==> config.mk <==
export PLATFORM = sky130hd
export DESIGN_NAME = lockout_timer
export DESIGN_NICKNAME = d
export VERILOG_FILES = /design/src/rtl/lockout_timer.sv
export SDC_FILE = /design/constraint.sdc
export NUM_CORES = 1
export LEC_CHECK = 0
export ABC_CLOCK_PERIOD_IN_PS = 15650
export CORE_UTILIZATION = 62
export CTS_CLUSTER_SIZE = 8
export DETAILED_ROUTE_END_ITERATION = 10
export PLACE_DENSITY = 0.87
export SLEW_MARGIN = 20
export SYNTH_ARGS = -nofsm -noshare
export SYNTH_HDL_FRONTEND = slang
export SYNTH_SLANG_ARGS = --single-unit
==> constraint.sdc <==
create_clock -name clk -period 15.65 [get_ports clk]
set_clock_uncertainty 0.2 [all_clocks]
set_input_delay 3.13 -clock clk [delete_from_list [all_inputs] [get_ports clk]]
set_output_delay 3.13 -clock clk [all_outputs]
set_load 0.02 [all_outputs]
==> src/rtl/lockout_timer.sv <==
// lockout_timer: penalty stage that follows the combination lock.
// When lock_trig is sampled high with en=1 the block shows DENIED for
// DENY_SECS seconds, then counts COUNT_START..0 on the two rightmost digits.
// It finishes with a single-cycle done pulse that lets the lock restore its
// attempt count. Outputs are registered from the next-state values, so they
// follow the state register with no extra cycle of latency.
module lockout_timer #(
  parameter int CLK_HZ      = 50_000_000,
  parameter int DENY_SECS   = 5,
  parameter int COUNT_START = 55
) (
  input  logic       clk,
  input  logic       rst,
  input  logic       en,
  input  logic       lock_trig,
  output logic       lockout,
  output logic       done,
  output logic [6:0] led5,
  output logic [6:0] led4,
  output logic [6:0] led3,
  output logic [6:0] led2,
  output logic [6:0] led1,
  output logic [6:0] led0
);

  localparam int             PW       = $clog2(CLK_HZ);
  localparam logic [PW-1:0]  PRE_MAX  = PW'(CLK_HZ - 1);
  localparam logic [7:0]     SEC_INIT = 8'(DENY_SECS);
  localparam logic [6:0]     VAL_INIT = 7'(COUNT_START);
  localparam logic [6:0]     SEG_BLANK = 7'h7F;

  typedef enum logic [1:0] {
    S_IDLE   = 2'd0,
    S_DENIED = 2'd1,
    S_COUNT  = 2'd2,
    S_DONE   = 2'd3
  } state_t;

  state_t          state_q, state_d;
  logic [PW-1:0]   pre_q, pre_d;
  logic [7:0]      sec_q, sec_d;
  logic [6:0]      value_q, value_d;
  logic            tick;

  logic            lockout_q, lockout_d;
  logic            done_q, done_d;
  logic [5:0][6:0] led_q, led_d;

  // Active-low 7-segment pattern {g,f,e,d,c,b,a} for a decimal digit.
  function automatic logic [6:0] seg7(input logic [6:0] d);
    logic [6:0] s;
    case (d)
      7'd0:    s = 7'h40;
      7'd1:    s = 7'h79;
      7'd2:    s = 7'h24;
      7'd3:    s = 7'h30;
      7'd4:    s = 7'h19;
      7'd5:    s = 7'h12;
      7'd6:    s = 7'h02;
      7'd7:    s = 7'h78;
      7'd8:    s = 7'h00;
      7'd9:    s = 7'h10;
      default: s = SEG_BLANK;
    endcase
    return s;
  endfunction

  // One-second tick: the prescaler has reached its last count.
  assign tick = (pre_q == PRE_MAX);

  // Next-state logic: phase sequencing, prescaler, second and countdown counters.
  always_comb begin
    state_d = state_q;
    pre_d   = pre_q;
    sec_d   = sec_q;
    value_d = value_q;
    case (state_q)
      S_IDLE: begin
        // Prescaler parked at zero so DENIED starts on a whole second.
        pre_d = '0;
        if (lock_trig && en) begin
          state_d = S_DENIED;
          sec_d   = SEC_INIT;
        end
      end
      S_DENIED: begin
        pre_d = tick ? '0 : pre_q + PW'(1);
        if (tick) begin
          sec_d = sec_q - 8'd1;
          if (sec_q == 8'd1) begin
            state_d = S_COUNT;
            value_d = VAL_INIT;
          end
        end
      end
      S_COUNT: begin
        pre_d = tick ? '0 : pre_q + PW'(1);
        if (tick) begin
          if (value_q == 7'd0) begin
            state_d = S_DONE;
          end else begin
            value_d = value_q - 7'd1;
          end
        end
      end
      S_DONE: begin
        // Single cycle; lock_trig is not looked at here, so a held
        // trigger re-enters DENIED only after one IDLE cycle.
        pre_d   = '0;
        state_d = S_IDLE;
      end
      default: begin
        pre_d   = '0;
        state_d = S_IDLE;
      end
    endcase
  end

  // Output decode from the next state so registered outputs line up with state_q.
  always_comb begin
    lockout_d = 1'b0;
    done_d    = 1'b0;
    led_d     = {6{SEG_BLANK}};
    case (state_d)
      S_DENIED: begin
        lockout_d = 1'b1;
        // D E N I E D, leftmost first.
        led_d     = {7'h21, 7'h06, 7'h48, 7'h79, 7'h06, 7'h21};
      end
      S_COUNT, S_DONE: begin
        lockout_d = 1'b1;
        done_d    = (state_d == S_DONE);
        // Leading zero is intentionally shown on the tens digit.
        led_d[1]  = seg7(value_d / 7'd10);
        led_d[0]  = seg7(value_d % 7'd10);
      end
      default: begin
        lockout_d = 1'b0;
      end
    endcase
  end

  // State and output registers; reset wins over everything, so no done pulse.
  always_ff @(posedge clk) begin
    if (rst) begin
      state_q   <= S_IDLE;
      pre_q     <= '0;
      sec_q     <= 8'd0;
      value_q   <= 7'd0;
      lockout_q <= 1'b0;
      done_q    <= 1'b0;
      led_q     <= {6{SEG_BLANK}};
    end else begin
      state_q   <= state_d;
      pre_q     <= pre_d;
      sec_q     <= sec_d;
      value_q   <= value_d;
      lockout_q <= lockout_d;
      done_q    <= done_d;
      led_q     <= led_d;
    end
  end

  assign lockout = lockout_q;
  assign done    = done_q;
  assign led5    = led_q[5];
  assign led4    = led_q[4];
  assign led3    = led_q[3];
  assign led2    = led_q[2];
  assign led1    = led_q[1];
  assign led0    = led_q[0];

endmodule

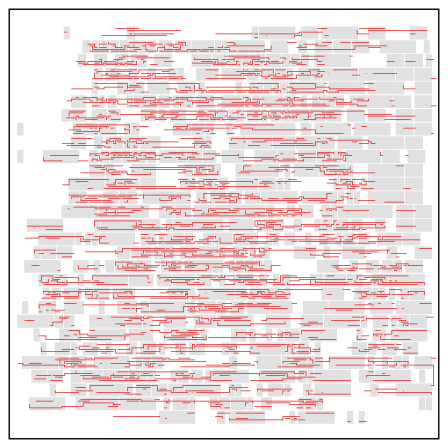
**Above:** run 1 (met1 routing).
Cells faint in the background.
share of all routed wire	45%
wire length on this layer	4310 um
main direction	horizontal
nets with wire on the layer	488
longest straight run	32.2 um
via count: 3712
drt total wl: 9572 um
GR Util met1: 37.55%

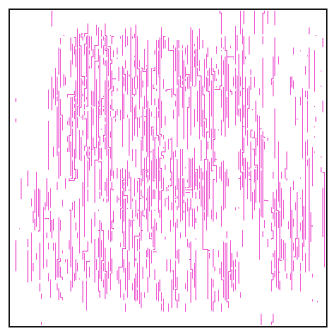
**Above:** run 1 (M2 wires).
nets with wire on the layer	449
share of all routed wire	45%
met2 Use GR: 45.31%

==> results.tsv, run 1 <==
metric	value	unit
WS Path Type	flip-flop to flip-flop	
Final period util	37.26	%
ys async rst share	0	%
routed wl met2	4280	um
NumNets Final	544	
Core ar.	6495	um^2
Endpoint, Worst Hold	pre_q[0]	
post-DP HPWL	7020	um
Sw Pwr	0.08877	mW
clock-pin slew on the worst setup and hold paths	0.07	ns
Starting Density	65.44	%
Commonest flop	dfxtp_1	
comb pwr	0.0431	mW
met3 GRT Util	5.998	%
CP dominant cell by count	inv_1	
Top cell excl fill/tap	nor2_1	
number of iterations in the first detailed-routing pass	11	
DR DRC count	10	
RePlAce Congestion	0.9992	
post_cts resized	0	
Cell area leaders	dfxtp_1 (28%), ha_1 (6.2%), nor2_1 (5.4%), buf_4 (4.9%), xor2_1 (3.9%)	
maximum vdd drop	0.04447	mV
dominant logic cell types in the final layout	nor2_1 (61), dfxtp_1 (60), nand2_1 (38)	
RSZ-0062 raised after global routing	false	
CP Capture Type	flip-flop	
Slew Limit Fails	0	
placed cell area	4377	um^2
cell area after synthesis	4250	um^2
CTS tree	yes	
Static Leak	1.721	nW
worst slew pin tran	0.8801	ns
largest net degree at the start of global routing	27	
area grow syn2layout	8.036	%
grt total ovfl	0	
vias in the first global route	3384	
Final Instance Area	4592	um^2
post-route ant nets	0	
die width	84.80	um
gr busiest metal	met2	
final setup vio count	0	
Util after Layout	70.70	%
clock root cell	clkbuf_8	
Detailed Route Iter0 Violations	415	
Area leader share	28.26	%
Tool Warnings	40	
Logic pwr share	12.0	%
max layer used	met4	
Max-cap violations	0	
Metal-1 WL	4307	um
Critical Path Source	state_q[0]	
Fill cells	495	
r2r endpoint	led0[1]	
crit path DRT	15.72	ns
setup TNS	0	ns
max reg flops	26	
Clock Latency Late Sink	0.33	ns
number of enable flip-flop cells	0	
YS chip area	4250	um^2
initial antenna violation count	0	
status	finished with violations	
Synth Seq Share	28.26	%
r2r setup slk	9.82	ns
Longest Clk Path Bufs	2	
violated checks	design-rule violations	
clk pwr	0.152	mW
critical path arrival	5.90	ns
Top reg by flops	pre_q	
sequential share of power	45.4	%
Slew headroom	41.33	%
Routed wire per std cell	15.95	um
critical path buffer and inverter count	4	
CP Cell Sequence	inv_1 -> ha_1 -> inv_1 -> nor2_1 -> a41oi_1 -> a211oi_2 -> nand2_2 -> xnor2_1 -> a211oi_1 -> ha_1 -> inv_1 -> nor2_1 -> o22a_1 -> o21ai_1 -> nor2_1 -> mux2i_1 -> inv_1 -> ha_1 -> or2_1 -> a21oi_2	
Max stage delay cell, worst path	a211oi_2	
Seq power	0.162	mW
IO Count	48	
Hold Vio Cnt, Final	0	
# rows	29	
vias per inst	6.187	
first-pass GRT wire length	16130	um
CTS Buf Count	9	
Die Ht	84.80	um
Top Consumer	registers	
flops & latches, synth	60	
share of cells above drive strength 1	11.28	%
port bufs	36	
Startpoint Class	flip-flop	
Sequential Area	1201	um^2
ANT cells	0	
reg2reg path depth	20	
commonest cells in the netlist	nor2_1 (61), dfxtp_1 (60), nand2_1 (38)	
Post-CTS Hold Fix Bufs	0	
hold path cells	1	
Mapped Cells	508	
Pwr Total	0.3578	mW
biggest regs	pre_q: 26 flops, sec_q: 8 flops	
Net Sw Frac	24.81	%
crit path time final	5.831	ns
chip area	7190	um^2
Total GRT Usage	28.18	%
Synth area leader	dfxtp_1	
Yosys warning count	0	
hold path start	pre_q[0]	
Max Fclk	0.1715	GHz
count leader, synth	nor2_1	
Cell Type Count	90	
Critical Path Max Stage Delay	0.73	ns
Combinational Area	2633	um^2
Min Hold Slack	0.2723	ns
PD cells	77.93	nW/um^2
RR Startpoint	state_q[0]	
internal power	0.2691	mW
min-delay worst type	flip-flop to flip-flop	
CTS H-tree depth	3	
WP depth	20	
CP max FO	11	
part of the power in the clock network	42.6	%
CP Capture Point	led0[1]	
total setup buffers inserted after CTS	0	
CTS sink cnt	60	
yosys cell count	508	
Synth Area per Inst	8.367	um^2
Top delay family on crit path	AND-OR/OR-AND gates	
met3 wire len	811	um
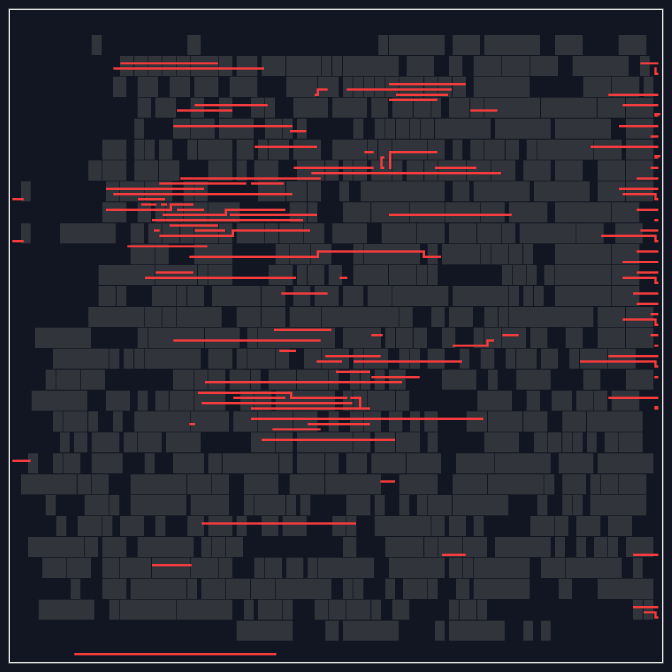
**Above:** run 1 (M3 wires).
Cells faint in the background.
main direction	horizontal
wire length on this layer	812 um
nets with wire on the layer	89

run 1: metrics by stage:
step                std cells  setup slack [ns]
floorplan                 518             10.62
global placement          585             10.15
detailed placement        585             9.954
CTS                       600             9.919
global route              600             9.443
finish                    600             9.819
run 1: cell type report:
cell class / instances / area share [%]
clock buffer: 11 / 3.079
inverter: 21 / 1.717
tap: 77 / 2.098
clock inverter: 4 / 1.608
timing repair buffer: 37 / 8.011
multi-input combinational: 390 / 57.33
sequential: 60 / 26.16
run 1: kinds of logic after synthesis:
kind of cell,Yosys count,synth area share (%)
AND-OR/OR-AND,116,19.99
XOR/XNOR,33,6.800
adder cells (fa/ha/maj),21,6.182
buffers and inverters,68,10.69
flip-flops,60,28.26
multiplexers,6,1.442
other,1,0.08823
AND/OR/NAND/NOR,203,26.55
==> run 2, diff against run 1 <==
--- a/config.mk
+++ b/config.mk
@@ -5,11 +5,11 @@
 export SDC_FILE = /design/constraint.sdc
 export NUM_CORES = 1
 export LEC_CHECK = 0
-export ABC_CLOCK_PERIOD_IN_PS = 15650
-export CORE_UTILIZATION = 62
+export ABC_CLOCK_PERIOD_IN_PS = 4850
+export CORE_UTILIZATION = 52
 export CTS_CLUSTER_SIZE = 8
 export DETAILED_ROUTE_END_ITERATION = 10
-export PLACE_DENSITY = 0.87
+export PLACE_DENSITY = 0.78
 export SLEW_MARGIN = 20
 export SYNTH_ARGS = -nofsm -noshare
 export SYNTH_HDL_FRONTEND = slang
==> constraint.sdc (replaced) <==
create_clock -name clk -period 4.85 [get_ports clk]
set_clock_uncertainty 0.2 [all_clocks]
set_input_delay 0.97 -clock clk [delete_from_list [all_inputs] [get_ports clk]]
set_output_delay 0.97 -clock clk [all_outputs]
set_load 0.02 [all_outputs]
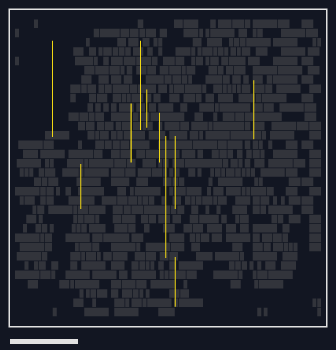
**Above:** run 2 (metal 4).
Scale bar: 20 um. Cells faint in the background.
wire length on this layer	197 um
nets with wire on the layer	8
main direction	vertical
drt total wl: 10030 um
via count: 3854

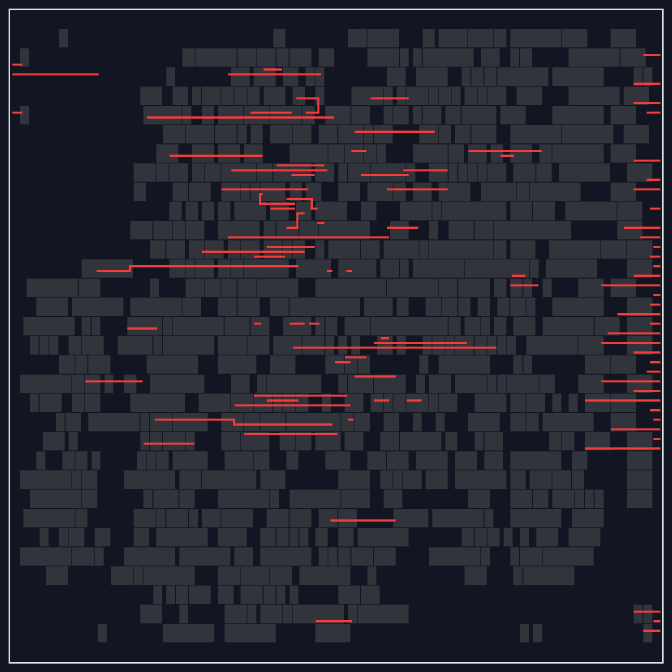
**Above:** run 2 (M3 wires).
Cells faint in the background.
main direction	horizontal
share of all routed wire	5.5%
wire length on this layer	556 um
nets with wire on the layer	75
met3 GRT Util: 5.255%

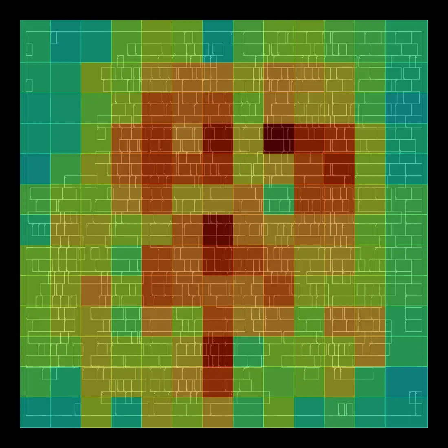
**Above:** run 2 (routing congestion map).
met2 Use GR: 39.20%
Total GRT Usage: 24.03%

==> results.tsv, run 2 <==
metric	value	unit
status	finished, final reports clean	
Cell area leaders	dfxtp_1 (28%), ha_1 (6.2%), nor2_1 (5.4%), buf_4 (4.9%), xor2_1 (3.9%)	
Top reg by flops	pre_q	
ys async rst share	0	%
placed cell area	4692	um^2
Top Consumer	registers	
Synth Seq Share	28.26	%
Static Leak	1.958	nW
Commonest flop	dfxtp_1	
xor+xnor area frac	6.800	%
Critical Path Max Stage Delay	0.56	ns
CP Cell Sequence	or4b_4 -> or4_4 -> nor2_4 -> a41oi_4 -> or2_1 -> nand2_2 -> xnor2_2 -> a211oi_2 -> ha_2 -> nand2_1 -> a32oi_1 -> o21ai_2 -> buf_4 -> or3_1 -> o211a_1 -> mux2i_1 -> o221ai_1	
Synth area leader	dfxtp_1	
Area leader share	28.26	%
Sw Pwr	0.2937	mW
Final period util	98.24	%
dominant logic cell types in the final layout	nor2_1 (59), dfxtp_1 (58), buf_4 (44)	
r2r endpoint	led0[3]	
Clock Latency Late Sink	0.34	ns
yosys cell count	508	
Compound Share, Synth	19.99	%
count leader, synth	nor2_1	
share of cells above drive strength 1	22.67	%
clk pwr	0.500	mW
clock-pin slew on the worst setup and hold paths	0.06	ns
ANT cells	0	
cell area after synthesis	4250	um^2
area grow syn2layout	20.40	%
hold path cells	1	
Synth Area per Inst	8.367	um^2
Pwr Total	1.169	mW
CTS sink cnt	60	
post-DP HPWL	7112	um
CTS H-tree depth	3	
r2r setup slk	0.09	ns
Max-cap violations	0	
CTS tree	yes	
comb pwr	0.146	mW
max reg flops	26	
Core ar.	7807	um^2
critical path buffer and inverter count	1	
Finished Layout Cells	671	
Die Ht	92.41	um
vias per inst	5.744	
grt total ovfl	0	
largest net degree at the start of global routing	27	
Seq power	0.523	mW
Hold Vio Cnt, Final	0	
CTS Buf Count	9	
post-route ant nets	0	
clock root cell	clkbuf_8	
die width	92.41	um
Routed wire per std cell	14.94	um
Max stage delay cell, worst path	or4b_4	
internal power	0.8756	mW
Longest Clk Path Bufs	2	
CP max FO	8	
critical path arrival	4.77	ns
worst slew pin tran	0.8876	ns
initial antenna violation count	0	
Critical Path Source	pre_q[11]	
commonest cells in the netlist	nor2_1 (61), dfxtp_1 (60), nand2_1 (38)	
Mapped Cells	508	
Tool Warnings	41	
sequential share of power	44.7	%
first-pass GRT wire length	16500	um
Synth mux share	1.442	%
crit path DRT	4.86	ns
Slew headroom	40.83	%
flops & latches, synth	60	
port bufs	36	
RePlAce Congestion	0.8989	
CP Capture Point	led0[3]	
Post-CTS Hold Fix Bufs	0	
# rows	32	
chip area	8540	um^2
YS chip area	4250	um^2
placed cell count	646	
Slew Limit Fails	0	
final setup vio count	0	
Startpoint Class	flip-flop	
number of iterations in the first detailed-routing pass	5	
PD cells	228.5	nW/um^2
DR DRC count	0	
WS Path Type	flip-flop to flip-flop	
final worst slack	0.08536	ns
Final Instance Area	5117	um^2
number of enable flip-flop cells	0	
CP Capture Type	flip-flop	
Top delay family on crit path	simple AND/OR/NAND/NOR gates	
hold path start	pre_q[0]	
biggest regs	pre_q: 26 flops, sec_q: 8 flops	
Synth Area in Adders	6.182	%
maximum vdd drop	0.1889	mV
Util after Layout	65.54	%
setup TNS	0	ns
vias in the first global route	3579	
simple-gate share of the synthesized area	26.55	%
Detailed Route Iter0 Violations	251	
RSZ-0062 raised after global routing	true	
part of the power in the clock network	42.8	%
IO Count	48	
Logic family by area	simple AND/OR/NAND/NOR gates	
Endpoint, Worst Hold	pre_q[0]	
WP depth	17	
Cell Type Count	90	
Max Fclk	0.2099	GHz
dpl ws	0.02453	ns
Starting Density	54.44	%
min-delay worst type	flip-flop to flip-flop	
NumNets Final	589	
Min Hold Slack	0.2609	ns
Logic pwr share	12.5	%
crit path time final	4.765	ns
Top cell excl fill/tap	nor2_1	
Yosys warning count	0	
Net Sw Frac	25.12	%
RR Startpoint	pre_q[11]	
reg2reg path depth	17	
[run 2: timing repair]
item | in CTS | in global routing
gates resized | 4 | 27
setup buffers | 1 | 8
gates cloned | 0 | 0
pin swaps | 1 | 16
hold endpoints to repair | 0 | 0
endpoints found under the setup margin | 3 | 13
[run 2: routing by layer]
metal,vias to the layer above,wire (um),global-route usage [%]
met5,-,0,0
met4,0,196,10.68
met3,21,555,5.255
met2,142,4774,39.20
met1,1783,4499,30.26
li1,1908,-,-
[run 2: final cells by class]
type,count,area [um^2]
well taps,102,127.6
multi-input cells,390,2776
flip-flops and latches,60,1204
fillers,639,2690
clock buffers,12,145.1
inverters,21,78.83
repair buffers,82,713.2
clock inverters,4,72.57
==> run 3, diff against run 2 <==
--- a/config.mk
+++ b/config.mk
@@ -6,10 +6,12 @@
 export NUM_CORES = 1
 export LEC_CHECK = 0
 export ABC_CLOCK_PERIOD_IN_PS = 4850
+export CORE_MARGIN = 4
 export CORE_UTILIZATION = 52
+export CTS_BUF_LIST = sky130_fd_sc_hd__clkbuf_8 sky130_fd_sc_hd__clkbuf_16
 export CTS_CLUSTER_SIZE = 8
 export DETAILED_ROUTE_END_ITERATION = 10
-export PLACE_DENSITY = 0.78
+export PLACE_DENSITY = 0.87
 export SLEW_MARGIN = 20
 export SYNTH_ARGS = -nofsm -noshare
 export SYNTH_HDL_FRONTEND = slang
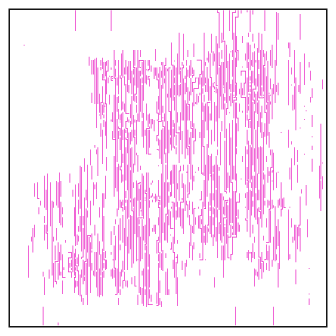
**Above:** run 3 (M2 wires).
main direction	vertical
share of all routed wire	49%
wire length on this layer	5500 um
nets with wire on the layer	524
longest straight run	34.2 um

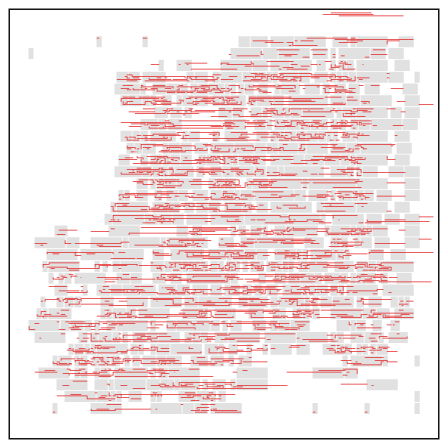
**Above:** run 3 (met1 routing).
Cells faint in the background.
main direction	horizontal
wire length on this layer	4680 um
via count: 4030
GR Util met1: 27.11%
drt total wl: 11330 um

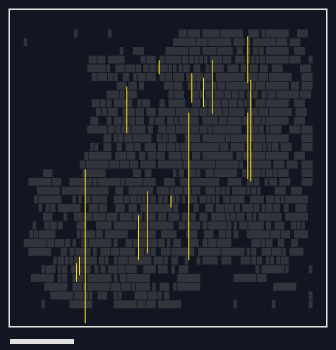
**Above:** run 3 (metal 4).
Scale bar: 20 um. Cells faint in the background.
wire length on this layer	258 um
share of all routed wire	2.3%
main direction	vertical

==> results.tsv, run 3 <==
metric	value	unit
Clock Network Area Fraction	3.842	%
Tool Warnings	41	
NonClk Buf Share	14.50	%
Seq/total area	23.22	%
count leader, synth	nor2_1	
Max stage delay cell, worst path	or4_4	
Finished Layout Cells	676	
crit path DRT	4.92	ns
hold path start	pre_q[0]	
CP dominant cell by count	buf_4	
Synth area leader	dfxtp_1	
Pwr Total	1.138	mW
Critical Path Source	pre_q[10]	
Synth Area per Inst	8.367	um^2
sequential share of power	45.9	%
Starting Density	54.16	%
Max-cap violations	0	
placed cell area	4684	um^2
Yosys warning count	0	
Cell Type Count	90	
part of the power in the clock network	41.3	%
Slew headroom	38.80	%
Util after Layout	65.98	%
Endpoint, Worst Hold	pre_q[0]	
combinational fraction of the cell area	54.45	%
CTS tree	yes	
Longest Clk Path Bufs	2	
post-route ant nets	0	
worst slew pin tran	0.9138	ns
status	finished, final reports clean	
max reg flops	26	
Min Hold Slack	0.2725	ns
CTS H-tree depth	3	
gr busiest metal	met2	
largest class	combinational gates	
CTS sink cnt	60	
first-pass GRT wire length	17410	um
Routed wire per std cell	16.76	um
Comb gates	390	
met3 GRT Util	3.609	%
largest net degree at the start of global routing	27	
ys async rst share	0	%
die width	98.41	um
met3 wire len	888	um
Fill cells	591	
RSZ-0062 raised after global routing	true	
setup TNS	0	ns
yosys cell count	508	
biggest regs	pre_q: 26 flops, sec_q: 8 flops	
post_cts resized	1	
maximum vdd drop	0.1658	mV
number of iterations in the first detailed-routing pass	5	
NumNets Final	594	
# rows	32	
RePlAce Congestion	0.9761	
final worst slack	0.03768	ns
Total GRT Usage	21.60	%
Non-CTS buffers	87	
CTS Buf Count	9	
area grow syn2layout	21.81	%
initial antenna violation count	0	
RR Startpoint	pre_q[10]	
CP Cell Sequence	or4b_4 -> or4_4 -> buf_4 -> nor3_2 -> o22ai_2 -> nand2_1 -> xnor2_2 -> a211oi_2 -> ha_2 -> inv_2 -> buf_4 -> nor3_1 -> o2bb2ai_1 -> a21oi_1 -> a22oi_1 -> a21oi_1 -> o32a_1 -> buf_4 -> o221ai_1	
Net Sw Frac	28.85	%
Logic pwr share	12.8	%
reg2reg path depth	19	
total setup buffers inserted after CTS	4	
Seq power	0.523	mW
placed cell count	645	
Cell area leaders	dfxtp_1 (28%), ha_1 (6.2%), nor2_1 (5.4%), buf_4 (4.9%), xor2_1 (3.9%)	
comb pwr	0.146	mW
internal power	0.8098	mW
clock root cell	clkbuf_8	
r2r setup slk	0.04	ns
share of cells above drive strength 1	24.04	%
IO Count	48	
Startpoint Class	flip-flop	
commonest cells in the netlist	nor2_1 (61), dfxtp_1 (60), nand2_1 (38)	
critical path arrival	4.89	ns
critical path buffer and inverter count	4	
PD cells	219.8	nW/um^2
ANT cells	0	
CP Capture Type	flip-flop	
clk_buf instances	9	
Metal-1 WL	4680	um
Final period util	99.22	%
Slew Limit Fails	0	
vias in the first global route	3693	
Top delay family on crit path	simple AND/OR/NAND/NOR gates	
grt total ovfl	0	
Top cell excl fill/tap	nor2_1	
Max Fclk	0.2078	GHz
Top Consumer	registers	
DR DRC count	0	
CP Capture Point	led0[6]	
clk pwr	0.470	mW
dominant logic cell types in the final layout	nor2_1 (60), dfxtp_1 (59), buf_4 (49)	
hold path cells	1	
CP max FO	6	
Mapped Cells	508	
Sequential Area	1202	um^2
Commonest flop	dfxtp_1	
cell area after synthesis	4250	um^2
Synth Seq Share	28.26	%
TAP cells	102	
WS Path Type	flip-flop to flip-flop	
run 3: cell types whose count changed in the layout (fill, tap and decap cells not counted), moves of 2 or more:
cell | previous run | this run
buf_4 | 44 | 49
clkinv_4 | 0 | 3
ha_1 | 17 | 14
clkbuf_1 | 2 | 0
ha_2 | 1 | 3
run 3: cells by family (layout without fill, tap and decap cells):
| logic type | count (synthesis) | in the layout | synth area share [%] |
|---|---|---|---|
| flops | 60 | 60 | 28.26 |
| simple gates | 203 | 203 | 26.55 |
| fa+ha+maj | 21 | 21 | 6.182 |
| compound gates | 116 | 116 | 19.99 |
| buf+inv | 68 | 124 | 10.69 |
| mux | 6 | 6 | 1.442 |
| xor+xnor | 33 | 33 | 6.800 |
| other cells | 1 | 11 | 0.08823 |
No activity file was given, so power comes from the tool's default toggle rates.
